File: config.mk
export PLATFORM = sky130hd
export DESIGN_NAME = adf4158_prog
export DESIGN_NICKNAME = d
export VERILOG_FILES = /design/src/rtl/adf4158_prog.sv
export SDC_FILE = /design/constraint.sdc
export NUM_CORES = 1
export LEC_CHECK = 0
export CORE_UTILIZATION = 50
export CTS_BUF_LIST = sky130_fd_sc_hd__clkbuf_4 sky130_fd_sc_hd__clkbuf_8
export DETAILED_ROUTE_END_ITERATION = 10
export PLACE_DENSITY = 0.65
export SETUP_SLACK_MARGIN = 0.3
export SYNTH_ARGS = -nofsm -noshare
export SYNTH_HDL_FRONTEND = slang
export SYNTH_SLANG_ARGS = --single-unit
File: constraint.sdc
create_clock -name clk_i -period 2.49 [get_ports clk_i]
set_input_delay 0.498 -clock clk_i [delete_from_list [all_inputs] [get_ports clk_i]]
set_output_delay 0.498 -clock clk_i [all_outputs]
set_load 0.005 [all_outputs]
File: src/rtl/adf4158_prog.sv
// Serial programming controller for the ADF4158: power-up, then R7..R0 over CLK/DATA/LE.
// Optional lock-detect wait on MUXOUT is enabled by defining ADF4158_LOCK_WAIT_EN.
module adf4158_prog #(
  parameter int          SCLK_DIV  = 4,
  parameter int          PWRUP_CYC = 16,
  parameter logic [31:0] REG0      = 32'h0000_0000,
  parameter logic [31:0] REG1      = 32'h0000_0000,
  parameter logic [31:0] REG2      = 32'h0000_0000,
  parameter logic [31:0] REG3      = 32'h0000_0000,
  parameter logic [31:0] REG4      = 32'h0000_0000,
  parameter logic [31:0] REG5      = 32'h0000_0000,
  parameter logic [31:0] REG6      = 32'h0000_0000,
  parameter logic [31:0] REG7      = 32'h0000_0000
) (
  input  logic clk_i,
  input  logic rst_i,
  input  logic start_i,
  output logic done_o,
  output logic ce_o,
  output logic le_o,
  output logic clk_o,
  output logic data_o,
  output logic txdata_o,
  input  logic muxout_i
);
  localparam int PER     = 2 * SCLK_DIV;
  localparam int CNT_MAX = (PWRUP_CYC > PER) ? PWRUP_CYC : PER;
  localparam int CW      = $clog2(CNT_MAX + 1);
  localparam logic [CW-1:0] HALF_END = CW'(SCLK_DIV - 1);
  localparam logic [CW-1:0] PER_END  = CW'(PER - 1);
  localparam logic [CW-1:0] PWR_END  = CW'(PWRUP_CYC - 1);
  // 32 data slots followed by two idle serial periods before LE rises
  localparam logic [5:0] LAST_SLOT = 6'd33;

  typedef enum logic [2:0] {
    S_RESET, S_PWRUP, S_SHIFT, S_LATCH, S_GAP, S_LOCKWAIT, S_DONE
  } state_t;

  state_t        state;
  logic [CW-1:0] cnt;
  logic [5:0]    bit_cnt;
  logic [2:0]    word_idx;
  logic [31:0]   shreg;
  logic [2:0]    load_idx;
  logic [31:0]   load_word;
  logic          load;
  logic          locked;

  function automatic logic [31:0] word_of(input logic [2:0] k);
    logic [31:0] r;
    case (k)
      3'd0:    r = REG0;
      3'd1:    r = REG1;
      3'd2:    r = REG2;
      3'd3:    r = REG3;
      3'd4:    r = REG4;
      3'd5:    r = REG5;
      3'd6:    r = REG6;
      default: r = REG7;
    endcase
    return (r & 32'hFFFF_FFF8) | {29'd0, k};
  endfunction

`ifdef ADF4158_LOCK_WAIT_EN
  logic [1:0] mux_sync;
  always_ff @(posedge clk_i) begin
    if (rst_i) mux_sync <= 2'b00;
    else       mux_sync <= {mux_sync[0], muxout_i};
  end
  assign locked = mux_sync[1];
`else
  logic unused_mux;
  assign unused_mux = muxout_i;
  assign locked     = 1'b1;
`endif

  // Word loads happen after power-up, between words, and on a retrigger from DONE.
  always_comb begin
    load_idx = 3'd7;
    if (state == S_GAP) load_idx = word_idx - 3'd1;
    load = ((state == S_PWRUP) && (cnt == PWR_END)) ||
           ((state == S_GAP) && (cnt == PER_END) && (word_idx != 3'd0)) ||
           ((state == S_DONE) && start_i);
  end
  assign load_word = word_of(load_idx);
  assign txdata_o  = 1'b0;

  always_ff @(posedge clk_i) begin
    if (rst_i) begin
      state    <= S_RESET;
      cnt      <= '0;
      bit_cnt  <= '0;
      word_idx <= '0;
      shreg    <= '0;
      done_o   <= 1'b0;
      ce_o     <= 1'b0;
      le_o     <= 1'b0;
      clk_o    <= 1'b0;
      data_o   <= 1'b0;
    end else begin
      case (state)
        S_RESET: begin
          ce_o  <= 1'b1;
          cnt   <= '0;
          state <= S_PWRUP;
        end
        S_PWRUP: cnt <= cnt + 1'b1;
        S_SHIFT: begin
          cnt <= cnt + 1'b1;
          if (cnt == HALF_END && bit_cnt < 6'd32) clk_o <= 1'b1;
          if (cnt == PER_END) begin
            cnt   <= '0;
            clk_o <= 1'b0;
            if (bit_cnt == LAST_SLOT) begin
              le_o  <= 1'b1;
              state <= S_LATCH;
            end else begin
              // zeros shift in behind the word, so idle slots drive data low
              bit_cnt <= bit_cnt + 1'b1;
              data_o  <= shreg[31];
              shreg   <= {shreg[30:0], 1'b0};
            end
          end
        end
        S_LATCH: begin
          cnt <= cnt + 1'b1;
          if (cnt == PER_END) begin
            cnt   <= '0;
            le_o  <= 1'b0;
            state <= S_GAP;
          end
        end
        S_GAP: begin
          cnt <= cnt + 1'b1;
          if (cnt == PER_END) begin
            cnt <= '0;
            if (word_idx == 3'd0) begin
`ifdef ADF4158_LOCK_WAIT_EN
              state <= S_LOCKWAIT;
`else
              done_o <= 1'b1;
              state  <= S_DONE;
`endif
            end
          end
        end
`ifdef ADF4158_LOCK_WAIT_EN
        S_LOCKWAIT: if (locked) begin
          done_o <= 1'b1;
          state  <= S_DONE;
        end
`endif
        S_DONE: begin
          if (start_i) done_o <= 1'b0;
          else if (!locked) begin
            done_o <= 1'b0;
            state  <= S_LOCKWAIT;
          end
        end
        default: state <= S_RESET;
      endcase
      if (load) begin
        word_idx <= load_idx;
        shreg    <= {load_word[30:0], 1'b0};
        data_o   <= load_word[31];
        cnt      <= '0;
        bit_cnt  <= '0;
        clk_o    <= 1'b0;
        state    <= S_SHIFT;
      end
    end
  end
endmodule

### Register map, names as in the netlist, run 1

Other sequential cells in the stronger gray, the rest of the logic in the fainter gray.
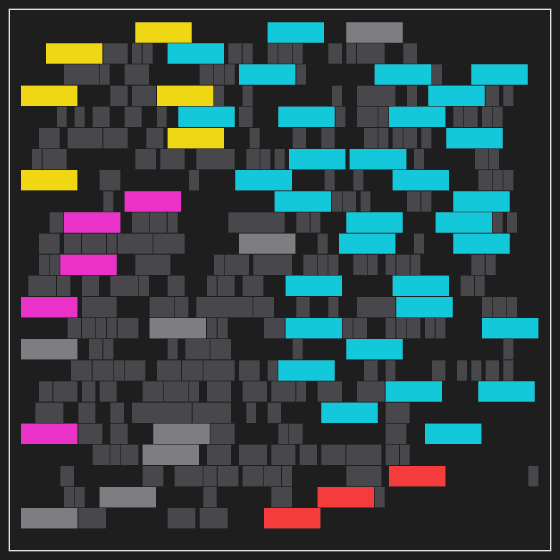
- red: `word_idx` (placed flops 3)
- magenta: `cnt` (placed flops 5; where middle left)
- cyan: `shreg` (placed flops 31)
- yellow: `bit_cnt` (placed flops 6; where upper left)
- not colored: 8

### Routed clock nets over the placement, run 1

Scale bar: 20 um.
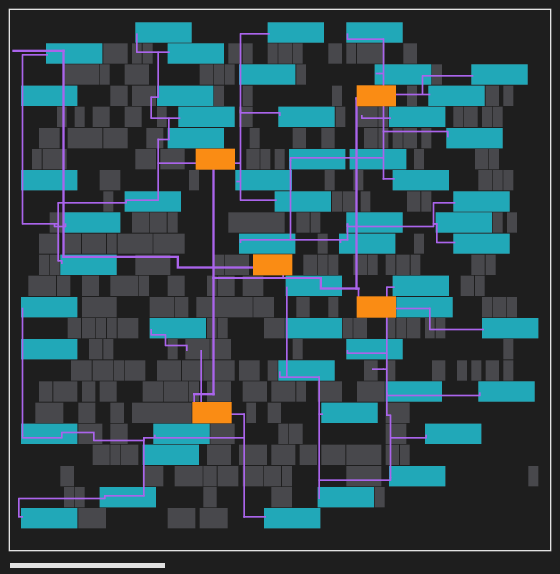
- orange: clock drivers (count 5)
- purple: clock wires (length 613 um)
- cyan: flip-flops (count 53)
- flops lie: widely spread
- routed clock nets: 6

### The clock network, run 1

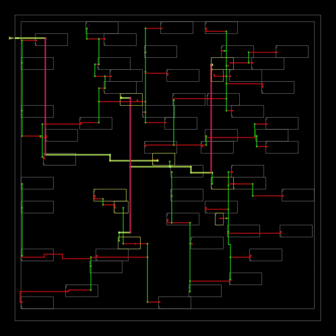
clock latency of the later-clocked register in the worst-skew pair: 300 ps
CTS Sinks: 53
layout sequential cell count: 53
Clock group: 490 uW

### Sizing map, run 1

Scale bar: 20 um.
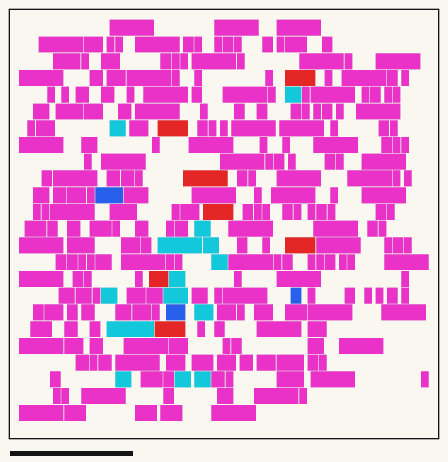
- magenta: _0 and _1 cells (cells 256; share 91%; most used nand2_1)
- cyan: _3 and _4 cells (cells 14; share 5.0%; most used buf_4)
- red: _6 and larger (cells 7; share 2.5%; most used clkbuf_8)
- blue: _2 cells (cells 3; share 1.1%)

==> Changelog: implementation, run 1 <==
## Implementation

- Post-cts hold-fix buffer tally: 0
- Area leader, netlist: dfxtp_1
- Slew @ Worst Pin: 503 ps
- Relative contribution of combinational cells to total power: 0.031
- Pins over their slew limit: 0
- Share of the yosys chip area belonging to registers: 0.465
- Sum of routed wire length over all layers: 4.02 mm
- Clock share of power: 0.353
- Largest incremental delay on the critical path: 380 ps
- Number of iterations in the first detailed-routing pass: 5
- Final Hold Violating Endpoints: 0
- Final Net Count: 289
- Lkg Pwr: 0.000838 uW
- Routed length per instance: 12.1 um
- Wire length of the first global-routing pass: 7.07 mm
- Crit share post-route: 0.842
- Antenna Violating Nets Remaining: 0
- Result of the run: finished, final reports clean
- Peak fanout along the critical path: 6
- GPL Wtd Cong: 0.757
- Pin count of the biggest net entering global routing: 39
- Sequential Power Share: 0.616
- Critical path, cell by cell: ha_1 -> and3_1 -> ha_1 -> a31oi_4 -> nand3b_1 -> a311o_1 -> a211oi_1
- Worst min path class: reg -> reg
- Number of synthesized flops with an enable pin: 0
- Synthesized netlist net count: 286
- Post-synthesis sequential element count: 53
- Vias in the first global route: 1685
- Vias per Instance: 5.51
- HPWL after detailed placement: 2.64 mm
- Unrepaired setup endpoints after global routing: yes
- Arrival time of the worst setup path: 2320 ps
- Pre-placement core utilization: 0.524
- Crit path DRT: 2720 ps
- Worst path most repeated cell: ha_1
- Fraction of synthesis flops using an asynchronous set or reset pin: 0
- Most area-consuming cells after synthesis: dfxtp_1 47%, nand2_1 11%, a21oi_1 7.7%
- Max-area cell share: 0.465
- Antenna diode count: 0
- Number of buffers added by the clock tree synthesis step: 5
- P_int: 1080 uW
- Crit Path Category: reg -> reg
- Max-capacitance violation count: 0
- Setup-failing EPs final: 0
- Sort of element at the end of the critical path: flip-flop
- Max Freq: 0.477 GHz
- Worst slew margin: 0.662
- Dominant register cell in the synthesized netlist: dfxtp_1
- Row cnt: 24
- Post-layout min period: 2100 ps
- Worst Clk Skew: 4.24 ps
- Global-route usage over all layers: 0.178
- Most frequent standard cell in the layout excluding fill and tap cells: nand2_1
- Cell area reported after detailed placement: 0.00240 mm^2
- Post-CTS setup buffers: 0
- Switching share of power: 0.222
- Die boundary width: 69.5 um
- Floorplan die area: 0.00483 mm^2
- Worst ir drop on vdd: 268 uV
- Fraction of final layout cells sized beyond drive strength 1: 0.0857
- Vias: 1830
- Core outline area: 0.00435 mm^2
- Boundary Pins: 10
- Total cell area reported by yosys after synthesis: 0.00228 mm^2
- H-Tree Level Count: 2
- Total buffers and inverters traversed by the critical path: 0
- Leading cell type by number of instances after synthesis: nand2_1
- Drt drc: 0
- Clock transition at the registers of the reported paths: 90 ps
- Die height: 69.5 um
- NetSw: 309 uW
- Initial antenna violation count: 0
- # port buffers: 7
- Cell count after synthesis: 276
- Clock buffer depth: 2
- Post-route setup TNS: 0 ps
- Synth Warn #: 0
- Cell variety after synth: 45
- Clock root buffer: clkbuf_8
- Count of routing violations after the opening detailed-route iteration: 102
- Mapped cell area: 0.00228 mm^2
- Most instantiated cells after synthesis: 68 x nand2_1, 53 x dfxtp_1, 35 x a21oi_1
- CTS tree: done
- Worst path slowest cell: a311o_1
- Area growth from synthesis to layout: 10.1%
- Overflow after GRT: 0
- Area of all placed cells without fillers: 0.00251 mm^2
- Number of warnings in the stage logs: 30
- Total power density per cell area: 554 mW/mm^2
- Synth Area per Inst: 8.26 um^2
- Kind of start point of the critical path: flip-flop
- Commonest non-fill, non-tap cells in the layout: 68 x nand2_1, 53 x dfxtp_1, 35 x a21oi_1
- Number of standard cells reported by yosys: 276
- Delay-heaviest family, CP: AND-OR/OR-AND gates
run 1: cells by family after synthesis:
group | Yosys count | synth area share
AND/OR/NAND/NOR | 116 | 0.233
AND-OR/OR-AND | 65 | 0.178
flip-flops | 53 | 0.465
buffers and inverters | 27 | 0.0582
XOR/XNOR | 7 | 0.0269
adder cells (fa/ha/maj) | 6 | 0.0329
other | 1 | 0.00164
multiplexers | 1 | 0.00439
run 1: routing by layer:
| metal | wire length [um] | up-vias | GRT usage |
|---|---|---|---|
| met4 | 81 | 0 | 0.0884 |
| met2 | 1870 | 22 | 0.296 |
| met1 | 1960 | 845 | 0.224 |
| met5 | 0 | - | 0 |
| met3 | 101 | 7 | 0.0305 |
| li1 | - | 956 | - |
run 1: worst min-delay path, cell delays in order (launching register included):
cell	delay, ps
dfxtp_1	320
nand2_1	50
a21oi_1	50
run 1: cell type report:
| class | count | area (um^2) |
|---|---|---|
| multi-input cells | 196 | 1110 |
| flip-flops and latches | 53 | 1060 |
| fillers | 421 | 1840 |
| clock buffers | 6 | 76.3 |
| inverters | 6 | 22.5 |
| repair buffers | 17 | 158 |
| well taps | 52 | 65.1 |
| clock inverters | 2 | 13.8 |
run 1: path summary, 6_finish.rpt:
check / slack, ps / startpoint / depth (start not counted) / end
worst max-delay path: 390 / cnt[0]$_SDFFE_PP0P_ / 7 / cnt[4]$_SDFFE_PP0P_
worst min register to register: 450 / shreg[5]$_SDFFE_PP0P_ / 2 / shreg[6]$_SDFFE_PP0P_
worst min-delay path: 450 / shreg[5]$_SDFFE_PP0P_ / 2 / shreg[6]$_SDFFE_PP0P_
worst max register to register: 390 / cnt[0]$_SDFFE_PP0P_ / 7 / cnt[4]$_SDFFE_PP0P_
run 1: stage by stage:
step | worst slack (ps) | util | total power, uW | hold WS, ps | cells
after floorplan | 538 | - | 904 | 432 | 276
after global placement | 283 | 0.552 | 918 | 438 | 324
after detailed placement | 255 | 0.552 | 919 | 442 | 324
after CTS | 357 | 0.574 | 1410 | 456 | 332
after global routing | 287 | 0.576 | 1440 | 474 | 332
final | 392 | 0.576 | 1390 | 455 | 332
run 1: flip-flops by register name (all words and copies together), names as in the netlist, 3 cells and up:
register  count
shreg        31
bit_cnt       6
state         3
word_idx      3
cnt           5
run 1: timing repair:
action | in CTS | in global routing
gates resized | 1 | 1
endpoints found under the setup margin | 1 | 2
pin swaps | 0 | 1
run 1: power by group through the flow:
stage	registers [uW]	logic (uW)	clock network, uW
after floorplan	873	30.9	0
final	857	42.7	490
after CTS	857	42.8	512
after global placement	876	42.3	0
after global routing	858	48.1	536
after detailed placement	876	42.5	0
### Logic cells by family, run 1

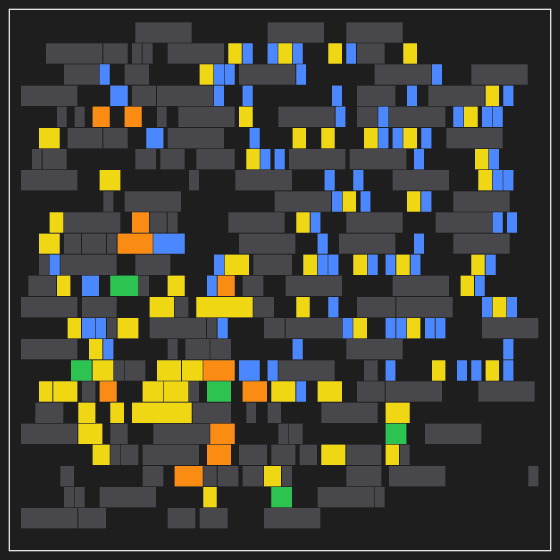

## Run 2: what changed since run 1
- clock period: 2.49 -> 2.1 ns (I/O delays scaled with it)
### Logic cells by family, run 2

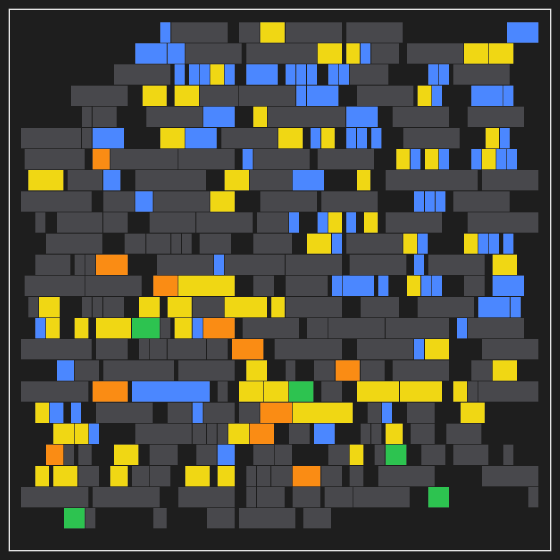
- orange: and/or cells (cells 11)
- yellow: aoi and oai cells (cells 60; most used a21oi_1; where widely spread)
- blue: nand cells (cells 74; most used nand2_1)
- green: non-inverting ao/oa cells (cells 5; most used a21o_1)

==> run 2 against run 1 <==
Cell area is 28% higher. Sequential power is about 20% higher. Die size did not move. Synthesized cell count is the same. Global-route usage up 2.2 points. Wire length increased by 30%. Largest cell class unchanged.
==> Changelog: implementation, run 2 <==
## Implementation

- Result of the run: finished, final reports clean
- Post-route setup TNS: 0 ps
- Crit share post-route: 0.900
- Worst min path class: reg -> reg
- Antenna Violating Nets Remaining: 0
- Number of buffers added by the clock tree synthesis step: 5
- Peak fanout along the critical path: 4
- Total cell area reported by yosys after synthesis: 0.00228 mm^2
- H-Tree Level Count: 2
- Cell variety after synth: 45
- Area leader, netlist: dfxtp_1
- Max-capacitance violation count: 0
- Pins over their slew limit: 0
- Clock root buffer: clkbuf_8
- Max-area cell share: 0.465
- Area growth from synthesis to layout: 40.8%
- NetSw: 404 uW
- GPL Wtd Cong: 0.798
- Antenna diode count: 0
- Worst slew margin: 0.587
- Kind of start point of the critical path: flip-flop
- Crit Path Category: reg -> reg
- Worst path most repeated cell: buf_6
- Synth Area per Inst: 8.26 um^2
- Largest incremental delay on the critical path: 510 ps
- Final Net Count: 315
- Sort of element at the end of the critical path: flip-flop
- Vias in the first global route: 1751
- Placed cells: 329
- Die height: 69.5 um
- Row cnt: 24
- Drt drc: 0
- Post-layout min period: 1890 ps
- CTS tree: done
- Slew @ Worst Pin: 614 ps
- Crit path DRT: 2300 ps
- Total power density per cell area: 528 mW/mm^2
- Most instantiated cells after synthesis: 68 x nand2_1, 53 x dfxtp_1, 35 x a21oi_1
- Overflow after GRT: 0
- Tally of non-filler cells in the final layout: 358
- Final Hold Violating Endpoints: 0
- Wire length of the first global-routing pass: 7.84 mm
- # port buffers: 7
- Floorplan die area: 0.00483 mm^2
- Most frequent standard cell in the layout excluding fill and tap cells: nand2_1
- Clock latency of the later-clocked register in the worst-skew pair: 310 ps
- Fraction of synthesis flops using an asynchronous set or reset pin: 0
- Vias per Instance: 5.53
- Synth Area in XOR/XNOR: 0.0269
- Number of iterations in the first detailed-routing pass: 4
- Number of standard cells reported by yosys: 276
- Post-synthesis sequential element count: 53
- Count of routing violations after the opening detailed-route iteration: 96
- Main logic family: simple AND/OR/NAND/NOR gates
- CTS Sinks: 53
- Worst ir drop on vdd: 310 uV
- Routed length per instance: 14.6 um
- Number of warnings in the stage logs: 31
- Area fraction in mux cells: 0.00439
- Boundary Pins: 10
- Most area-consuming cells after synthesis: dfxtp_1 47%, nand2_1 11%, a21oi_1 7.7%
- Area fraction in full adders, half adders and majority gates: 0.0329
- Setup-failing EPs final: 0
- Lkg Pwr: 0.00126 uW
- Top Registers: shreg: 31 flops, bit_cnt: 6 flops, cnt: 5 flops
- Synthesized netlist net count: 286
- Leading cell type by number of instances after synthesis: nand2_1
- Vias: 1981
- Area share of and/or/nand/nor cells after synthesis: 0.233
- Worst path slowest cell: nor3_1
- Share of the yosys chip area belonging to registers: 0.465
- Sum of routed wire length over all layers: 5.22 mm
- Clock transition at the registers of the reported paths: 100 ps
- Die boundary width: 69.5 um
- Relative contribution of combinational cells to total power: 0.049
- Synth Warn #: 0
- Critical path, cell by cell: ha_4 -> buf_6 -> nand4bb_4 -> buf_6 -> buf_4 -> nor3_1 -> a21o_1 -> a21oi_1
- Core outline area: 0.00435 mm^2
- Combinational gate area: 0.00142 mm^2
- Switching share of power: 0.238
- Number of synthesized flops with an enable pin: 0
- Clock buffer depth: 2
- Pre-placement core utilization: 0.524
- Synthesized-area fraction occupied by ao, oa, aoi and oai cells: 0.178
- Unrepaired setup endpoints after global routing: yes
- Global-route usage over all layers: 0.201
- Sequential Power Share: 0.596
- Initial antenna violation count: 0
- Arrival time of the worst setup path: 2090 ps
- Mapped cell area: 0.00228 mm^2
- Fillers: 307
- Dominant register cell in the synthesized netlist: dfxtp_1
- HPWL after detailed placement: 2.79 mm
- Pin count of the biggest net entering global routing: 24
- Fraction of final layout cells sized beyond drive strength 1: 0.356
- Register area: 0.00108 mm^2
- Cell count after synthesis: 276
- Max Freq: 0.529 GHz
- Largest register FFs: 31
- P_int: 1290 uW
- Top reg by flops: shreg
- Commonest non-fill, non-tap cells in the layout: 53 x nand2_1, 44 x dfxtp_1, 21 x a21oi_1
### Routed clock nets over the placement, run 2

Scale bar: 20 um.
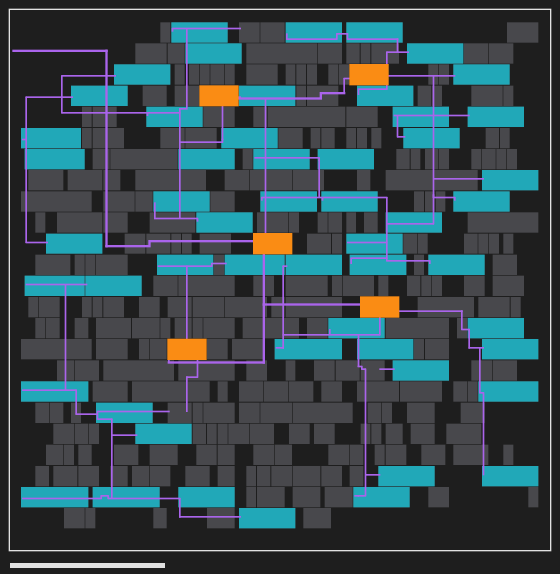
- cyan: flip-flops (count 53)
- orange: clock drivers (count 5)
- purple: clock wires (length 606 um)
- routed clock nets: 6
- flops lie: widely spread
Clock group: 601 uW
Worst Clk Skew: 10.5 ps
clock share of power: 0.355

-- run 2: cell counts after synthesis --
No cell type changed its count.
-- run 2: critical path: cells and delay by family (launching register included) --
kind,cells,cell delay (ps)
DFF,1,380
and+or+nand+nor,2,620
adders and majority gates,1,140
AOI/OAI and AO/OA,2,260
buffers and inverters,3,390
-- run 2: final cells by class --
cell class,count,area share
multi-input cells,196,0.443
flip-flops and latches,53,0.337
repair buffers,43,0.163
clock buffers,5,0.0214
well taps,52,0.0203
clock inverters,3,0.00780
inverters,6,0.00702
-- run 2: timing repair --
action                                  CTS  global route
endpoints found under the setup margin   44            49
cloned                                    2             3
resized                                  21            78
pin swaps                                 7            36
hold buffers                              0             0
buffers inserted                          9             7
-- run 2: kinds of logic (layout without fill, tap and decap cells) --
group / count (synthesis) / count (layout)
compound gates: 65 / 65
xor+xnor: 7 / 7
fa+ha+maj: 6 / 6
buf+inv: 27 / 57
flops: 53 / 53
mux: 1 / 1
other cells: 1 / 1
simple gates: 116 / 116
-- run 2: per-layer routing --
metal  vias up  global-route usage  routed length (um)
met5         -                   0                   0
met4         0              0.0635                  51
met3         7              0.0480                 122
met2        24               0.320                2640
met1       939               0.268                2400
li1       1011                   -                   -
-- run 2: path summary, 6_finish.rpt --
check / startpoint / end / slack, ps / cells past startpoint
worst max register to register: cnt[0]$_SDFFE_PP0P_ / word_idx[0]$_SDFFE_PP0P_ / 210 / 8
worst min register to register: shreg[17]$_SDFFE_PP0P_ / shreg[18]$_SDFFE_PP0P_ / 450 / 2
worst min-delay path: shreg[17]$_SDFFE_PP0P_ / shreg[18]$_SDFFE_PP0P_ / 450 / 2
worst max-delay path: cnt[0]$_SDFFE_PP0P_ / word_idx[0]$_SDFFE_PP0P_ / 210 / 8
-- run 2: power groups by stage --
stage | clock network, uW | registers [uW] | logic, uW
3_5_place_dp | 0 | 1040 | 55.0
4_1_cts | 621 | 1010 | 75.1
6_report | 601 | 1010 | 83.7
5_1_grt | 656 | 1010 | 89.6
2_1_floorplan | 0 | 1040 | 37.1
3_3_place_gp | 0 | 1040 | 54.9
-- run 2: stage by stage --
| stage | cell area (um^2) | util | total power (uW) | setup WS [ps] | hold slack (ps) |
|---|---|---|---|---|---|
| after CTS | 2770 | 0.635 | 1710 | 253 | 447 |
| after global placement | 2460 | 0.564 | 1090 | 151 | 438 |
| after detailed placement | 2460 | 0.564 | 1090 | 107 | 443 |
| after floorplan | 2300 | - | 1070 | 302 | 432 |
| after global routing | 3210 | 0.737 | 1760 | 114 | 475 |
| final | 3210 | 0.737 | 1690 | 210 | 449 |
Power and IR drop assume default switching activity.
